`config.mk`:
```
export PLATFORM = sky130hd
export DESIGN_NAME = dump_frame_rx
export DESIGN_NICKNAME = d
export VERILOG_FILES = /design/src/rtl/dump_pkg.sv /design/src/rtl/dump_rx_timeout.sv /design/src/rtl/dump_frame_rx.sv
export SDC_FILE = /design/constraint.sdc
export NUM_CORES = 1
export LEC_CHECK = 0
export CAP_MARGIN = 25
export CORE_MARGIN = 2
export CORE_UTILIZATION = 55
export CTS_CLUSTER_DIAMETER = 30
export CTS_CLUSTER_SIZE = 10
export DETAILED_ROUTE_END_ITERATION = 8
export HOLD_SLACK_MARGIN = 0.12
export PLACE_DENSITY = 0.93
export SYNTH_ARGS = -nofsm -noshare
export SYNTH_HDL_FRONTEND = slang
export SYNTH_SLANG_ARGS = --single-unit
```
`constraint.sdc`:
```
create_clock -name clk -period 4.5 [get_ports clk]
set_input_delay 0.675 -clock clk [delete_from_list [all_inputs] [get_ports clk]]
set_output_delay 0.675 -clock clk [all_outputs]
set_load 0.02 [all_outputs]
```
`src/rtl/dump_pkg.sv`:
```
// Shared constants for the capture/dump serial stream: header label, frame
// geometry and the receive FSM state encoding.
package dump_pkg;

    localparam logic [7:0] DUMP_LABEL        = 8'hF0;
    localparam int         DUMP_NUM_CH       = 8;
    localparam int         DUMP_BYTES_PER_CH = 16;
    localparam int         DUMP_TIMEOUT_CYC  = 100000;

    localparam logic [2:0] ST_HUNT = 3'd0;
    localparam logic [2:0] ST_H1   = 3'd1;
    localparam logic [2:0] ST_NUM  = 3'd2;
    localparam logic [2:0] ST_H3   = 3'd3;
    localparam logic [2:0] ST_DATA = 3'd4;

    // A dump number byte carries the number in the low nibble only.
    function automatic logic is_num_byte(input logic [7:0] b);
        return (b[7:4] == 4'h0);
    endfunction

    function automatic logic [3:0] next_num(input logic [3:0] n);
        return n + 4'd1;
    endfunction

endpackage

```
`src/rtl/dump_rx_timeout.sv`:
```
// Idle-cycle watchdog for serial receivers: counts while run_i is high,
// clears on clr_i, can be preloaded, and pulses tc_o at TIMEOUT_CYC-1.
module dump_rx_timeout #(
    parameter int TIMEOUT_CYC = 100000
) (
    input  logic clk,
    input  logic rst_n,
    input  logic run_i,
    input  logic clr_i,
    input  logic load_i,
    input  logic [((TIMEOUT_CYC > 2) ? $clog2(TIMEOUT_CYC) : 1)-1:0] load_val_i,
    output logic tc_o
);

    localparam int CNT_W = (TIMEOUT_CYC > 2) ? $clog2(TIMEOUT_CYC) : 1;
    localparam logic [CNT_W-1:0] TC_VAL = CNT_W'(TIMEOUT_CYC - 1);

    logic [CNT_W-1:0] cnt_q, cnt_d;

    // A clear in the terminal cycle suppresses the pulse: fresh activity wins.
    assign tc_o = run_i && !clr_i && !load_i && (cnt_q == TC_VAL);

    always_comb begin
        cnt_d = cnt_q + 1'b1;
        if (!run_i || clr_i || tc_o) cnt_d = '0;
        else if (load_i)             cnt_d = load_val_i;
    end

    always_ff @(posedge clk or negedge rst_n) begin
        if (!rst_n) cnt_q <= '0;
        else        cnt_q <= cnt_d;
    end

endmodule

```
`src/rtl/dump_frame_rx.sv`:
```
// Host-side dump stream decoder: locks on LABEL LABEL NN LABEL and maps data
// bytes to channel/index. Optional DUMP_SEQ_CHECK_EN adds seq_err.
module dump_frame_rx
    import dump_pkg::*;
#(
    parameter logic [7:0] LABEL        = DUMP_LABEL,
    parameter int         NUM_CH       = DUMP_NUM_CH,
    parameter int         BYTES_PER_CH = DUMP_BYTES_PER_CH,
    parameter int         TIMEOUT_CYC  = DUMP_TIMEOUT_CYC
) (
    input  logic                            clk,
    input  logic                            rst_n,
    input  logic [7:0]                      rx_data,
    input  logic                            rx_vld,
    output logic                            out_vld,
    output logic [7:0]                      out_data,
    output logic [$clog2(NUM_CH)-1:0]       out_ch,
    output logic [$clog2(BYTES_PER_CH)-1:0] out_idx,
    output logic [3:0]                      frame_num,
    output logic                            frame_done,
    output logic                            hdr_err,
    output logic                            tmo_err,
    output logic [3:0]                      frames_rx
`ifdef DUMP_SEQ_CHECK_EN
    ,
    output logic                            seq_err
`endif
);

    localparam int CH_W  = $clog2(NUM_CH);
    localparam int IDX_W = $clog2(BYTES_PER_CH);
    localparam int BC_W  = CH_W + IDX_W;
    localparam logic [BC_W-1:0] LAST_BYTE = BC_W'(NUM_CH * BYTES_PER_CH - 1);
    localparam int TMO_W = (TIMEOUT_CYC > 2) ? $clog2(TIMEOUT_CYC) : 1;

    logic [2:0]       state_q, state_d;
    logic [BC_W-1:0]  byte_cnt_q, byte_cnt_d;
    logic             out_vld_q;
    logic [7:0]       out_data_q;
    logic [CH_W-1:0]  out_ch_q;
    logic [IDX_W-1:0] out_idx_q;
    logic [3:0]       frame_num_q;
    logic             done_pend_q, frame_done_q;
    logic             hdr_err_q, tmo_err_q;
    logic [3:0]       frames_rx_q;

    logic hdr_err_d, emit, last, num_ok, tmo_tc;

    dump_rx_timeout #(.TIMEOUT_CYC(TIMEOUT_CYC)) u_tmo (
        .clk        (clk),
        .rst_n      (rst_n),
        .run_i      (state_q != ST_HUNT),
        .clr_i      (rx_vld),
        .load_i     (1'b0),
        .load_val_i ({TMO_W{1'b0}}),
        .tc_o       (tmo_tc)
    );

    always_comb begin
        state_d    = state_q;
        byte_cnt_d = byte_cnt_q;
        hdr_err_d  = 1'b0;
        emit       = 1'b0;
        last       = 1'b0;
        num_ok     = 1'b0;
        if (tmo_tc) begin
            state_d = ST_HUNT;
        end else if (rx_vld) begin
            case (state_q)
                ST_HUNT: if (rx_data == LABEL) state_d = ST_H1;
                ST_H1: begin
                    if (rx_data == LABEL) state_d = ST_NUM;
                    else begin
                        hdr_err_d = 1'b1;
                        state_d   = ST_HUNT;
                    end
                end
                ST_NUM: begin
                    if (is_num_byte(rx_data)) begin
                        num_ok  = 1'b1;
                        state_d = ST_H3;
                    end else begin
                        // A label here may be the start of a real header.
                        hdr_err_d = 1'b1;
                        state_d   = (rx_data == LABEL) ? ST_H1 : ST_HUNT;
                    end
                end
                ST_H3: begin
                    if (rx_data == LABEL) begin
                        state_d    = ST_DATA;
                        byte_cnt_d = '0;
                    end else begin
                        hdr_err_d = 1'b1;
                        state_d   = ST_HUNT;
                    end
                end
                ST_DATA: begin
                    emit       = 1'b1;
                    byte_cnt_d = byte_cnt_q + 1'b1;
                    if (byte_cnt_q == LAST_BYTE) begin
                        last    = 1'b1;
                        state_d = ST_HUNT;
                    end
                end
                default: state_d = ST_HUNT;
            endcase
        end
    end

    always_ff @(posedge clk or negedge rst_n) begin
        if (!rst_n) begin
            state_q      <= ST_HUNT;
            byte_cnt_q   <= '0;
            out_vld_q    <= 1'b0;
            out_data_q   <= '0;
            out_ch_q     <= '0;
            out_idx_q    <= '0;
            frame_num_q  <= '0;
            done_pend_q  <= 1'b0;
            frame_done_q <= 1'b0;
            hdr_err_q    <= 1'b0;
            tmo_err_q    <= 1'b0;
            frames_rx_q  <= '0;
        end else begin
            state_q      <= state_d;
            byte_cnt_q   <= byte_cnt_d;
            out_vld_q    <= emit;
            hdr_err_q    <= hdr_err_d;
            tmo_err_q    <= tmo_tc;
            done_pend_q  <= last;
            // frame_done lands one cycle after the final out_vld.
            frame_done_q <= done_pend_q;
            if (emit) begin
                out_data_q <= rx_data;
                out_ch_q   <= byte_cnt_q[CH_W-1:0];
                out_idx_q  <= byte_cnt_q[CH_W +: IDX_W];
            end
            if (num_ok) frame_num_q <= rx_data[3:0];
            if (done_pend_q && frames_rx_q != 4'hF) frames_rx_q <= frames_rx_q + 4'd1;
        end
    end

`ifdef DUMP_SEQ_CHECK_EN
    logic [3:0] ref_q;
    logic       ref_vld_q, seq_err_q;

    always_ff @(posedge clk or negedge rst_n) begin
        if (!rst_n) begin
            ref_q     <= '0;
            ref_vld_q <= 1'b0;
            seq_err_q <= 1'b0;
        end else begin
            seq_err_q <= num_ok && ref_vld_q && (rx_data[3:0] != next_num(ref_q));
            // Only completed frames advance the reference.
            if (last) begin
                ref_q     <= frame_num_q;
                ref_vld_q <= 1'b1;
            end
        end
    end

    assign seq_err = seq_err_q;
`endif

    assign out_vld    = out_vld_q;
    assign out_data   = out_data_q;
    assign out_ch     = out_ch_q;
    assign out_idx    = out_idx_q;
    assign frame_num  = frame_num_q;
    assign frame_done = frame_done_q;
    assign hdr_err    = hdr_err_q;
    assign tmo_err    = tmo_err_q;
    assign frames_rx  = frames_rx_q;

endmodule

```
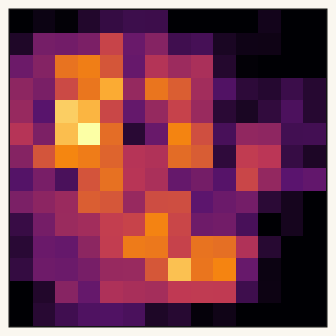
Run 1: signal metal coverage by tile
The die is cut into 14 by 14 equal tiles; black is low, pale yellow is high, scaled to the fullest tile. Values are wire area over tile area, all layers added.
fullest tile = 0.49
emptiest ninth of the die = top right
densest ninth of the die = left middle
nearly empty tiles = 15%

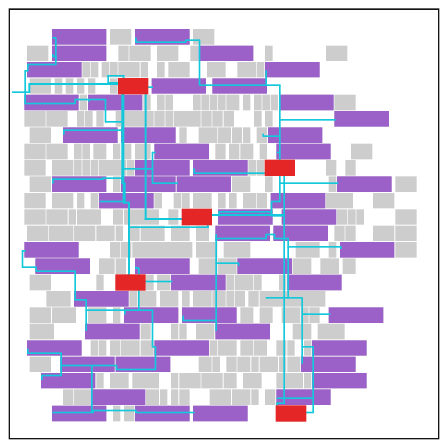
Run 1: clock distribution
cyan -> clock wires  # length 605 µm
red -> clock drivers  # count 5
purple -> flip-flops  # count 55
flops lie = spread over the die
Worst-Skew Late Latency: 0.32 ns
clock network fraction of total power: 39.4%
worst clock skew: 0.00547 ns
power drawn by the clock network: 0.340 mW

==> Flow_metrics.wiki, run 1 <==
== Metrics ==
{| class="wikitable"
! Metric !! Value
|-
| R2R Path Start || state_q[0]$_DFFE_PN0P_
|-
| Commonest cells post-synth || sky130_fd_sc_hd__nand2_1, sky130_fd_sc_hd__dfrtp_1, sky130_fd_sc_hd__nor2_1, sky130_fd_sc_hd__xnor2_1, sky130_fd_sc_hd__nand3_1
|-
| Clock transition time at the flip-flop clock pins of the worst setup and hold paths || 0.09 ns
|-
| Core area || 4350 µm²
|-
| Total Nets Final || 297
|-
| Warning total across the stage logs || 26
|-
| Number of search-and-repair iterations in the first detailed-routing pass || 4
|-
| Routed met1 length || 2.25 mm
|-
| Yosys cell types || 40
|-
| Root Buffer || sky130_fd_sc_hd__clkbuf_8
|-
| Logic share of the area || 34.8%
|-
| Number of input and output port buffers inserted || 37
|-
| Clock tree from TritonCTS || done
|-
| Slowest library cell on the worst path || sky130_fd_sc_hd__clkdlybuf4s50_1
|-
| Most common cell in the synthesized netlist || sky130_fd_sc_hd__nand2_1
|-
| Most frequent cells in the layout || sky130_fd_sc_hd__nand2_1, sky130_fd_sc_hd__dfrtp_1, sky130_fd_sc_hd__clkdlybuf4s50_1, sky130_fd_sc_hd__nor2_1, sky130_fd_sc_hd__xnor2_1
|-
| Worst-margin pin slew || 0.671 ns
|-
| Cell-internal power || 0.685 mW
|-
| Portion of netlist area occupied by mux cells || 2.68%
|-
| Post-placement cell area || 2880 µm²
|-
| Leakage power || 1.32 nW
|-
| Critical Path Max Stage Delay || 0.63 ns
|-
| Count of inverters other than clock inverters in the layout || 6
|-
| Ys cells || 244
|-
| Top class by area || flip-flops and latches
|-
| Largest vdd supply drop || 0.000198 V
|-
| Status || completed
|-
| Launching instance or port of the critical path || rx_vld
|-
| Total power draw || 0.863 mW
|-
| Number of cells on the worst reg-to-reg path || 5
|-
| Area of the mapped netlist || 2480 µm²
|-
| Worst endpoint data arrival time || 2.61 ns
|-
| Routability congestion estimate from global placement || 0.806
|-
| Combined global-route utilization of all metal layers || 21.1%
|-
| Number of max-slew violations in the final report || 0
|-
| Main logic family after synthesis || simple AND/OR/NAND/NOR gates
|-
| First-pass GRT wire length || 8.33 mm
|-
| Largest net degree at the start of global routing || 56
|-
| Count of routing violations after the opening detailed-route iteration || 117
|-
| Number of instances in the placed design || 328
|-
| Kind of critical path || in2reg
|-
| WHS || 0.458 ns
|-
| Total half-perimeter wirelength after legalization and detailed placement || 3.31 mm
|-
| Global-route met3 utilization || 4.13%
|-
| Chip area estimate from yosys synthesis || 2480 µm²
|-
| Layout filler cell count || 305
|-
| Uppermost layer routed || met4
|-
| Setup slack of the worst register-to-register path || 2.48 ns
|-
| Antenna violations before repair || 0
|-
| Via/cell ratio || 5.60
|-
| Flip-flop count of the largest register, all copies and words added || 17
|-
| Synthesized registers || 55
|-
| Number of top-level design ports || 38
|-
| Post-route design area || 3000 µm²
|-
| Met2 Usage GRT || 33.7%
|-
| Final Hold Violation Tally || 0
|-
| Xor/xnor cell area share of the yosys netlist || 6.72%
|-
| Number of buffers added for setup after CTS || 0
|-
| Data buffer area share || 12.4%
|-
| Post-route antenna net violation count || 0
|-
| Area Growth Syn to Fin || 20.9%
|-
| Fin crit share || 53.6%
|-
| Capturing point of the worst reg2reg path || byte_cnt_q[4]$_DFFE_PN0P_
|-
| Residual DRC count || 0
|-
| Post_cts resized || 0
|-
| Logic Gate Count || 177
|-
| Width of the die || 71.1 µm
|-
| Yosys top cell by area || sky130_fd_sc_hd__dfrtp_1
|-
| Sequential portion of the cell area || 45.9%
|-
| Register Area || 1380 µm²
|-
| Synthesized net count || 258
|-
| Capturing element type of the critical path || flop
|-
| Effective utilization at floorplan || 56.9%
|-
| Share of synthesized cell area in full adder, half adder and majority cells || 1.52%
|-
| DIE HEIGHT || 71.1 µm
|-
| Count of library flops with an enable pin || 0
|-
| Post-route setup TNS || 0 ns
|-
| Number of sinks on the clock net || 55
|-
| Hold-fix buffers, CTS || 0
|-
| Net Sw Power || 0.178 mW
|-
| Area taken by multi-input logic gates || 1040 µm²
|-
| Global routing usage on met1 || 27.8%
|-
| Most numerous logic cell after layout || sky130_fd_sc_hd__nand2_1
|-
| Worst hold path type || in2async
|-
| Die Footprint || 5060 µm²
|-
| Switching fraction of total power || 20.6%
|-
| Power Density || 288 nW/µm²
|}
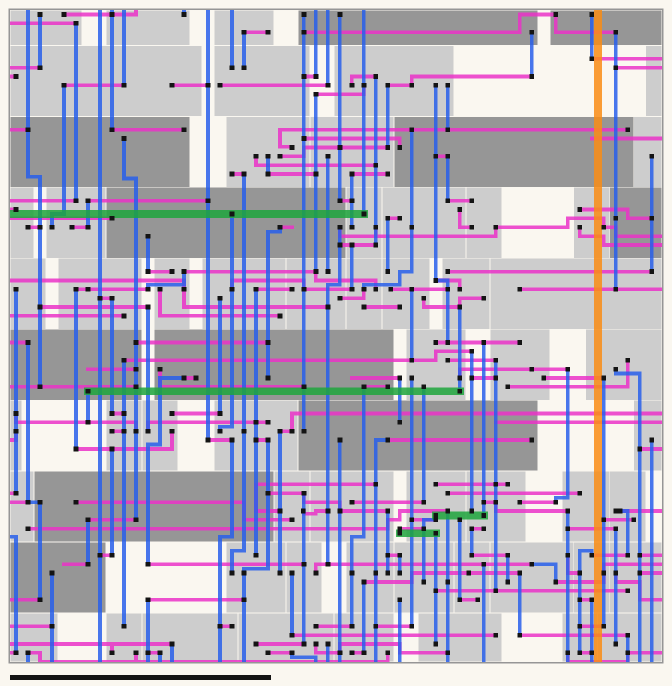
Run 1: a small window of the routed layout
The bar under the picture is 10 µm long. Window x 23 to 48, y 9 to 34 µm. Cells in gray, sequential cells in the stronger gray; small squares are vias.
blue -> metal 2
magenta -> metal 1
orange -> metal 4
green -> metal 3
sequential cells in the window = 7
cells with their middle in the window = 53
netlist names of flops here include = u_tmo.cnt_q (5), state_q (2)
most frequent = nor2_1 (8), xnor2_1 (7), dfrtp_1 (7)

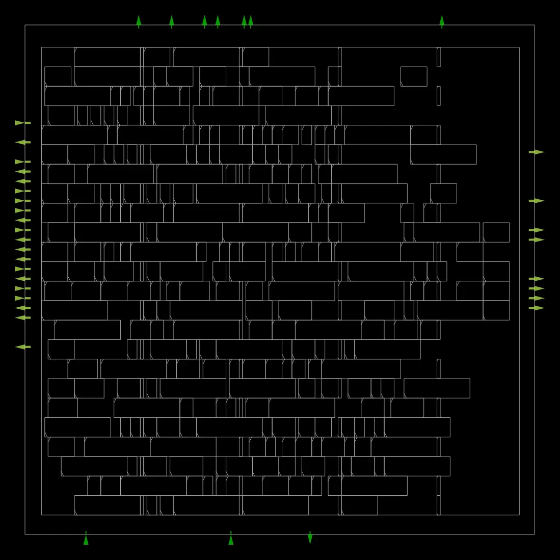
Run 1: cell outlines without signal wires
final design utilization: 68.8%
final std cells w/o fill: 336
Std-Cell Rows: 24

==> run 2, diff against run 1 <==
Settings changed: CORE_UTILIZATION 55 to 48, PLACE_DENSITY 0.93 to 0.87.
Clock period 4.5 ns to 1.99 ns, I/O delays scaled along.
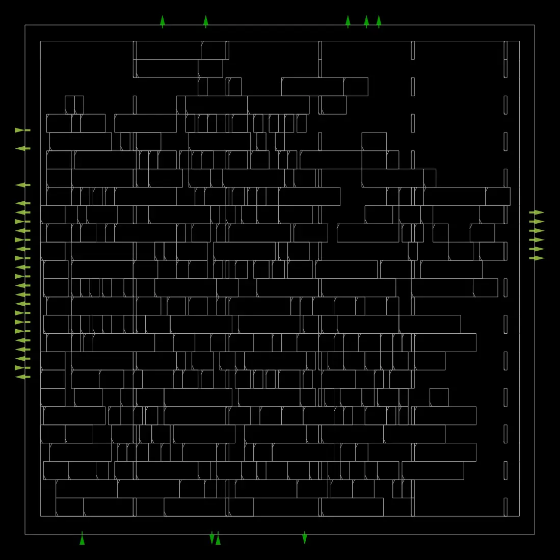
Run 2: cell outlines without signal wires
tapcell count: 70
sequential portion of the cell area: 44.4%
core area: 5040 µm²

==> Flow_metrics.wiki, run 2 <==
== Metrics ==
{| class="wikitable"
! Metric !! Value
|-
| Kind of critical path || reg2reg (was in2reg)
|-
| Count of library flops with an enable pin || 0 (unchanged)
|-
| Final std cells w/o fill || 364 (was 336)
|-
| R2R Path Start || u_tmo.cnt_q[0]$_DFF_PN0_ (was state_q[0]$_DFFE_PN0P_)
|-
| Via/cell ratio || 5.32 (was 5.60)
|-
| Clock tree from TritonCTS || done (unchanged)
|-
| Worst clock skew || 0.0115 ns (was 0.00547 ns)
|-
| Warning total across the stage logs || 26 (unchanged)
|-
| Clock network fraction of total power || 38.6% (was 39.4%)
|-
| Effective utilization at floorplan || 49.1% (was 56.9%)
|-
| Count of routing violations after the opening detailed-route iteration || 134 (was 117)
|-
| Global-route met3 utilization || 5.82% (was 4.13%)
|-
| WHS || 0.447 ns (was 0.458 ns)
|-
| Power Density || 623 nW/µm² (was 288 nW/µm²)
|-
| First-pass GRT wire length || 8.51 mm (was 8.33 mm)
|-
| Worst hold path type || in2async (unchanged)
|-
| Routed met1 length || 2.18 mm (was 2.25 mm)
|-
| Number of input and output port buffers inserted || 37 (unchanged)
|-
| Synthesized registers || 55 (unchanged)
|-
| Xor/xnor cell area share of the yosys netlist || 6.72% (unchanged)
|-
| Status || completed (unchanged)
|-
| Share of synthesized cell area in full adder, half adder and majority cells || 1.52% (unchanged)
|-
| Flip-flop count of the largest register, all copies and words added || 17 (unchanged)
|-
| Area of the mapped netlist || 2480 µm² (unchanged)
|-
| Area Growth Syn to Fin || 25.3% (was 20.9%)
|-
| Root Buffer || sky130_fd_sc_hd__clkbuf_8 (unchanged)
|-
| Post-route antenna net violation count || 0 (unchanged)
|-
| Cell-internal power || 1.52 mW (was 0.685 mW)
|-
| Launching instance or port of the critical path || u_tmo.cnt_q[0]$_DFF_PN0_ (was rx_vld)
|-
| Number of sinks on the clock net || 55 (unchanged)
|-
| Most numerous logic cell after layout || sky130_fd_sc_hd__nand2_1 (unchanged)
|-
| Portion of netlist area occupied by mux cells || 2.68% (unchanged)
|-
| Layout filler cell count || 413 (was 305)
|-
| Number of max-slew violations in the final report || 0 (unchanged)
|-
| Area taken by multi-input logic gates || 1040 µm² (unchanged)
|-
| Data buffer area share || 14.9% (was 12.4%)
|-
| Worst endpoint data arrival time || 1.92 ns (was 2.61 ns)
|-
| Uppermost layer routed || met4 (unchanged)
|-
| Slowest library cell on the worst path || sky130_fd_sc_hd__dfrtp_1 (was sky130_fd_sc_hd__clkdlybuf4s50_1)
|-
| Clock transition time at the flip-flop clock pins of the worst setup and hold paths || 0.10 ns (was 0.09 ns)
|-
| Post-route design area || 3100 µm² (was 3000 µm²)
|-
| Commonest cells post-synth || sky130_fd_sc_hd__nand2_1, sky130_fd_sc_hd__dfrtp_1, sky130_fd_sc_hd__nor2_1, sky130_fd_sc_hd__xnor2_1, sky130_fd_sc_hd__nand3_1 (unchanged)
|-
| Yosys cell types || 40 (unchanged)
|-
| Residual DRC count || 0 (unchanged)
|-
| Worst-margin pin slew || 0.473 ns (was 0.671 ns)
|}
Power figures rest on the tool's default switching activity, not on a simulated workload.
